==> run_1/m1.png <==
Bar = 20 µm. Supply wires on this layer in grey.
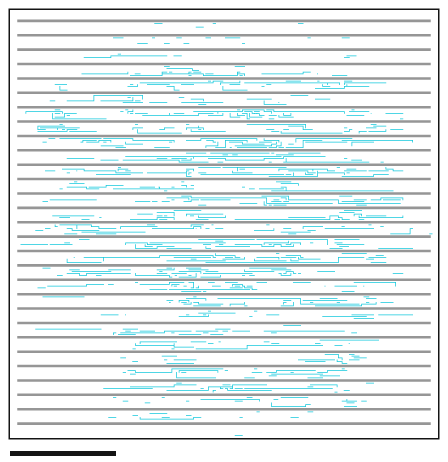
==> run_1/m2.png <==
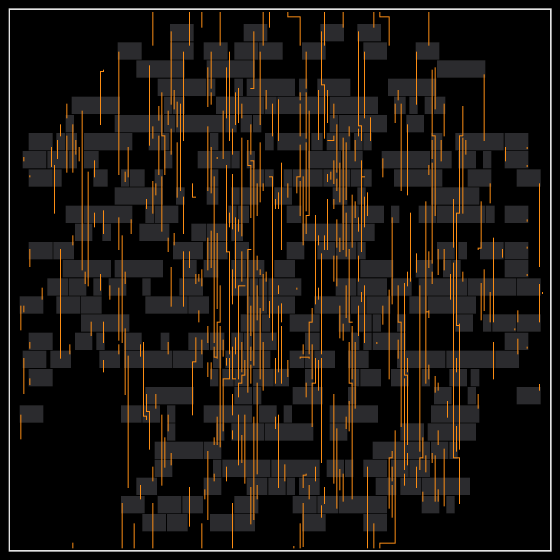
==> run_1/m3.png <==
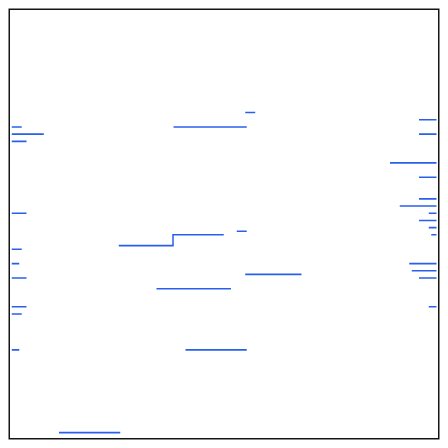
==> run_1/route_heat.png <==
16 x 16 tiles, from dark blue (low) to red (high), scaled to the fullest tile. Values are wire area over tile area, all layers added.
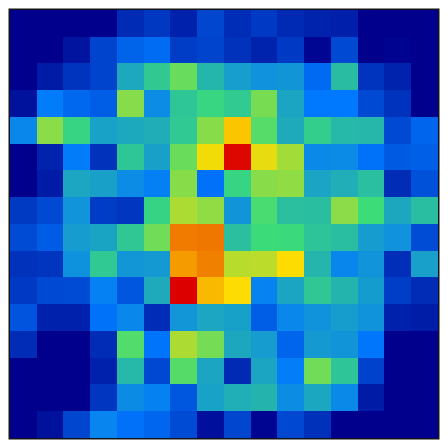
Design sub17post, sky130hd; sources not shown.
==> flow_metrics.py, run 1 <==
# Generated from Yosys and OpenROAD reports
metrics = {
    "clock_tree": {
        "clock_latency_ps": 300,
        "clk_pin_slew_ps": 80,
        "clock_sinks": 43,
        "clk_path_buf_depth": 2,
        "numCtsBuffers": 5,
    },
    "power": {
        "powerSeq_uw": 472,
        "intPower_uw": 690,
        "pg_clk_uw": 297,
        "comb_power_uw": 217,
        "p_sw_frac": 0.300,
    },
    "route": {
        "drtAntennaViolNets": 0,
        "via_per_inst": 4.94,
        "drt-met1-wl_mm": 2.27,
        "first_pass_iters": 4,
    },
    "timing": {
        "setup_ws_ps": 998,
        "layout_min_cycle_time_ps": 3100,
        "finalSetupViolations": 0,
        "clock_skew_ps": 7.50,
        "slew_viol_final": 0,
        "fin_hold_ws_ps": 455,
        "max-slew-margin-rel": 0.395,
    },
    "synth": {
        "area_leaders": "dfxtp_1 (39%), xnor2_1 (10%), a211oi_1 (9.0%), nor2_1 (6.5%), nand2_1 (5.2%)",
        "mux_area_frac": 0.0184,
        "ys.flops": 43,
        "yosysUniqueCellTypes": 45,
        "synth_chip_area_um2": 2180,
        "yosysWarnings": 0,
        "synth.cell_area_um2": 2180,
        "xor_share": 0.112,
        "ys_async_sr_fraction": 0,
        "yosys.area_share.adder": 0.0287,
        "top_area_frac": 0.395,
    },
    "critical_path": {
        "crit_path_cell_trace": "clkdlybuf4s50_1, nor2b_1, nand2_1, clkdlybuf4s50_1",
        "path_class": "input port to primary output",
        "arrival_ps": 2280,
        "worst_path_most_repeated_cell": "clkdlybuf4s50_1",
        "cp.required_ps": 3280,
        "slowest_stage": "clkdlybuf4s50_1",
        "cp_max_fo": 3,
    },
    "hold_path": {
        "hp-class": "register to register",
        "hold_path_depth": 2,
    },
    "cells_and_area": {
        "clock_buffers": 7,
        "fillCellCount": 604,
        "largest_class": "combinational gates",
        "lay_top_count": "clkdlybuf4s50_1",
        "combGateArea_um2": 1220,
        "largest_reg_flops": 17,
        "final_cell_mix": "clkdlybuf4s50_1 (46), dfxtp_1 (43), nor2_1 (38)",
        "buffer_area_frac": 0.174,
        "area_delta_synth_final_pct": 27.5,
        "buffers": 49,
    },
    "run_status": {
        "status": "completed",
    },
    "die": {
        "initCoreUtil": 0.366,
        "coreArea_um2": 5960,
        "die_area_um2": 6550,
    },
    "placed_design": {
        "hpwl_mm": 3.58,
        "io_buffer_count": 46,
    },
    "grt": {
        "grt_first_pass_wirelength_mm": 7.87,
        "antenna_found_initial": 0,
        "grt_max_degree": 34,
        "grt.busiest_layer": "met2",
    },
}
Back to the opening pictures, m1.png:
- longest straight run: 29.4 µm
- main direction: horizontal
total wire length: 4.68 mm
Global Route met1 Usage: 0.199
vias post-DR: 1831

Back to the opening pictures, m2.png:
- longest straight run: 30.6 µm
- main direction: vertical
- wire length on this layer: 2170 µm
- share of all routed wire: 46%
- nets with wire on the layer: 257
met2 Use GR: 0.259

Back to the opening pictures, m3.png:
- share of all routed wire: 3.3%
- nets with wire on the layer: 27
- wire length on this layer: 155 µm
- longest straight run: 13.8 µm
- main direction: horizontal
GR Layer Usage met3: 0.0303

Back to the opening pictures, route_heat.png:
- densest ninth of the die: centre
- mean over tiles: 0.11
- nearly empty tiles: 15%
- emptiest ninth of the die: lower left
Total GRT Usage: 0.157
Wirelength per Cell: 12.6 µm

run 1: cells in the mapped netlist, types with 2 or more instances:
library cell / instances
nor4_2: 2
mux2i_1: 4
xnor2_1: 25
nor4_1: 2
and3_1: 2
nand4_1: 4
inv_1: 5
o21ai_0: 2
nor2_2: 2
a211oi_1: 26
a31oi_1: 3
buf_4: 2
nor2_1: 38
nand2b_1: 3
o21ai_1: 2
dfxtp_1: 43
nand2_1: 30
buf_2: 5
ha_1: 5
nand3_1: 3
xor2_1: 3
a21oi_1: 12
nor3_1: 3
clkbuf_1: 11
run 1: critical path, delay by kind of cell:
family,cells,cell delay [ps]
buffers and inverters,2,1130
and+or+nand+nor,2,340
run 1: cell families after synthesis:
kind of cell	count (synthesis)
simple gates	101
compound gates	53
flops	43
xor+xnor	28
buf+inv	24
fa+ha+maj	5
mux	4
## Run 2: what changed since run 1
--- a/config.mk
+++ b/config.mk
@@ -8,7 +8,7 @@
 export CAP_MARGIN = 10
 export CORE_UTILIZATION = 35
 export DETAILED_ROUTE_END_ITERATION = 10
-export PLACE_DENSITY = 0.58
+export PLACE_DENSITY = 0.6
 export SYNTH_ARGS = -nofsm -noshare
 export SYNTH_HDL_FRONTEND = slang
 export SYNTH_SLANG_ARGS = --single-unit
==> constraint.sdc (replaced) <==
create_clock -name clk -period 2.8 [get_ports clk]
set_input_delay 0.56 -clock clk [delete_from_list [all_inputs] [get_ports clk]]
set_output_delay 0.56 -clock clk [all_outputs]
set_load 0.05 [all_outputs]
==> run 2 against run 1 <==
  * Die size unchanged
  * Via count is essentially flat
  * Hold slack lost 1.4 ps
  * Worst setup slack lost 810 ps
  * Critical path type is now register to register
  * Critical endpoint is now lzc[1]
==> flow_metrics.py, run 2 <==
# Generated from Yosys and OpenROAD reports
metrics = {
    "critical_path": {
        "path_class": "register to register",
        "path_depth": 10,
        "cp_max_fo": 5,
        "crit_path_cell_trace": "ha_2, nand3_4, or4_4, nor2_2, ha_1, xnor2_1, nand3b_1, buf_4, a211oi_1, nor4_2",
        "cp_top_family": "simple AND/OR/NAND/NOR gates",
        "path_buffers": 1,
        "arrival_ps": 2790,
        "cp.required_ps": 2980,
        "slowest_stage": "or4_4",
    },
    "clock_tree": {
        "clock_sinks": 43,
        "clk_path_buf_depth": 2,
        "cts_resized": 0,
        "clk_pin_slew_ps": 80,
        "numCtsBuffers": 5,
        "clock_latency_ps": 290,
        "cts_root_buf": "clkbuf_8",
    },
    "placed_design": {
        "io_buffer_count": 46,
        "numPlacedInstances": 368,
        "hpwl_mm": 3.60,
        "gp_congestion": 0.803,
    },
    "grt": {
        "grt_first_pass_wirelength_mm": 7.54,
        "grt_max_degree": 34,
        "grt.total_usage": 0.151,
        "overflow": 0,
        "grt.busiest_layer": "met2",
        "globalRouteMet3Util": 0.0337,
        "antenna_found_initial": 0,
    },
    "power": {
        "p_sw_frac": 0.285,
        "pg_clk_uw": 494,
        "comb_power_uw": 331,
        "intPower_mw": 1.08,
        "p_comb_frac": 0.219,
        "powerDensity_nw_per_um2": 530,
        "powerSeq_uw": 687,
    },
    "cells_and_area": {
        "fillCellCount": 623,
        "largest_reg_flops": 17,
        "area_delta_synth_final_pct": 30.9,
        "lay_top_count": "clkdlybuf4s50_1",
        "final_nets": 327,
        "final_cell_mix": "clkdlybuf4s50_1 (45), dfxtp_1 (43), nor2_1 (38)",
    },
    "synth": {
        "ys.flops": 43,
        "yosysWarnings": 0,
        "top_area_frac": 0.395,
        "yosys.area_share.adder": 0.0287,
        "synth.cell_area_um2": 2180,
        "xor_share": 0.112,
        "area_leaders": "dfxtp_1 (39%), xnor2_1 (10%), a211oi_1 (9.0%), nor2_1 (6.5%), nand2_1 (5.2%)",
        "yosysMostFrequentCell": "dfxtp_1",
        "fp_nets": 284,
        "yosysUniqueCellTypes": 45,
        "synth_chip_area_um2": 2180,
        "yosys-dominant-comb-family": "simple AND/OR/NAND/NOR gates",
        "ys_async_sr_fraction": 0,
        "synthesis.instances": 258,
        "edf_count": 0,
        "common_cells": "dfxtp_1 (43), nor2_1 (38), nand2_1 (30)",
    },
    "run_status": {
        "status": "completed",
    },
    "die": {
        "initCoreUtil": 0.366,
        "die_area_um2": 6550,
        "coreArea_um2": 5960,
        "fp.dieW_um": 80.9,
    },
    "timing": {
        "fin_hold_ws_ps": 453,
        "max-slew-margin-rel": 0.668,
        "finalSetupViolations": 0,
        "slew_viol_final": 0,
        "clock_skew_ps": 7.07,
        "layout_min_cycle_time_ps": 2610,
        "setup_ws_ps": 189,
    },
    "route": {
        "first_pass_iters": 4,
        "drt-met1-wl_mm": 2.20,
        "wl_per_cell_um": 12.1,
        "via_per_inst": 4.85,
        "drtAntennaViolNets": 0,
    },
    "hold_path": {
        "hold_path_depth": 2,
        "hp-class": "register to register",
    },
}
==> run 2: kinds of logic after synthesis <==
family / after synthesis
mux: 4
flops: 43
fa+ha+maj: 5
buf+inv: 24
xor+xnor: 28
compound gates: 53
simple gates: 101
==> run 2: cell type report <==
type | instances | area, µm² | share of cell area
multi-input cells | 191 | 1240 | 0.434
flip-flops and latches | 43 | 861 | 0.302
repair buffers | 55 | 526 | 0.184
well taps | 75 | 93.8 | 0.0329
clock buffers | 6 | 82.6 | 0.0289
clock inverters | 2 | 35.0 | 0.0123
inverters | 5 | 18.8 | 0.00658
==> run 2: worst reg2reg max path, stage by stage (launching register included) <==
cell and delay [ps]:
dfxtp_1 360, ha_2 240, nand3_4 110, or4_4 580, nor2_2 160, ha_1 170, xnor2_1 170, nand3b_1 190
buf_4 180, a211oi_1 260, nor4_2 90
==> run_2/m1.png <==
Bar = 20 µm. Supply wires on this layer in grey.
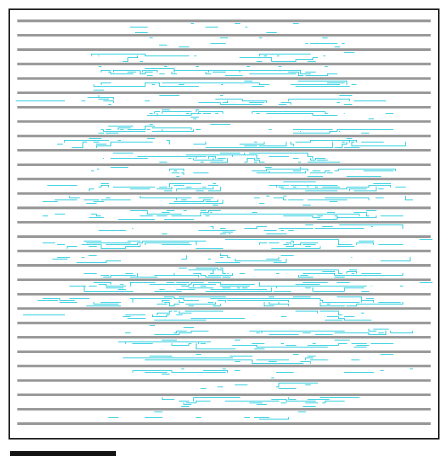
- nets with wire on the layer: 287
- longest straight run: 29.4 µm
- wire length on this layer: 2200 µm
- main direction: horizontal
- share of all routed wire: 48%
total wire length: 4.57 mm
Global Route met1 Usage: 0.189
vias post-DR: 1830

==> run_2/m2.png <==
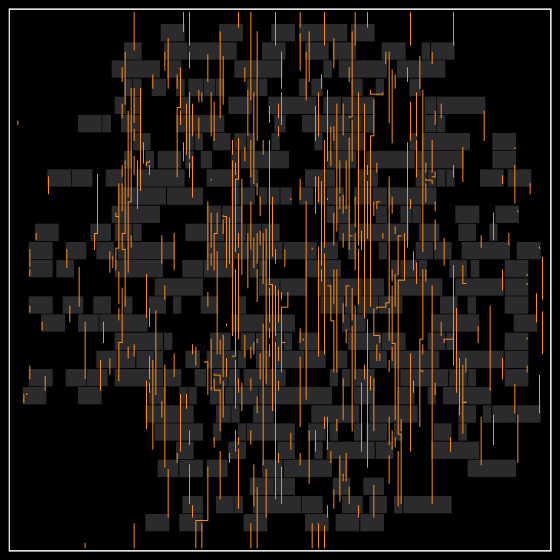
- longest straight run: 32.6 µm
- main direction: vertical
- wire length on this layer: 2130 µm
- share of all routed wire: 47%
met2 Use GR: 0.250

Power and IR drop assume default switching activity.
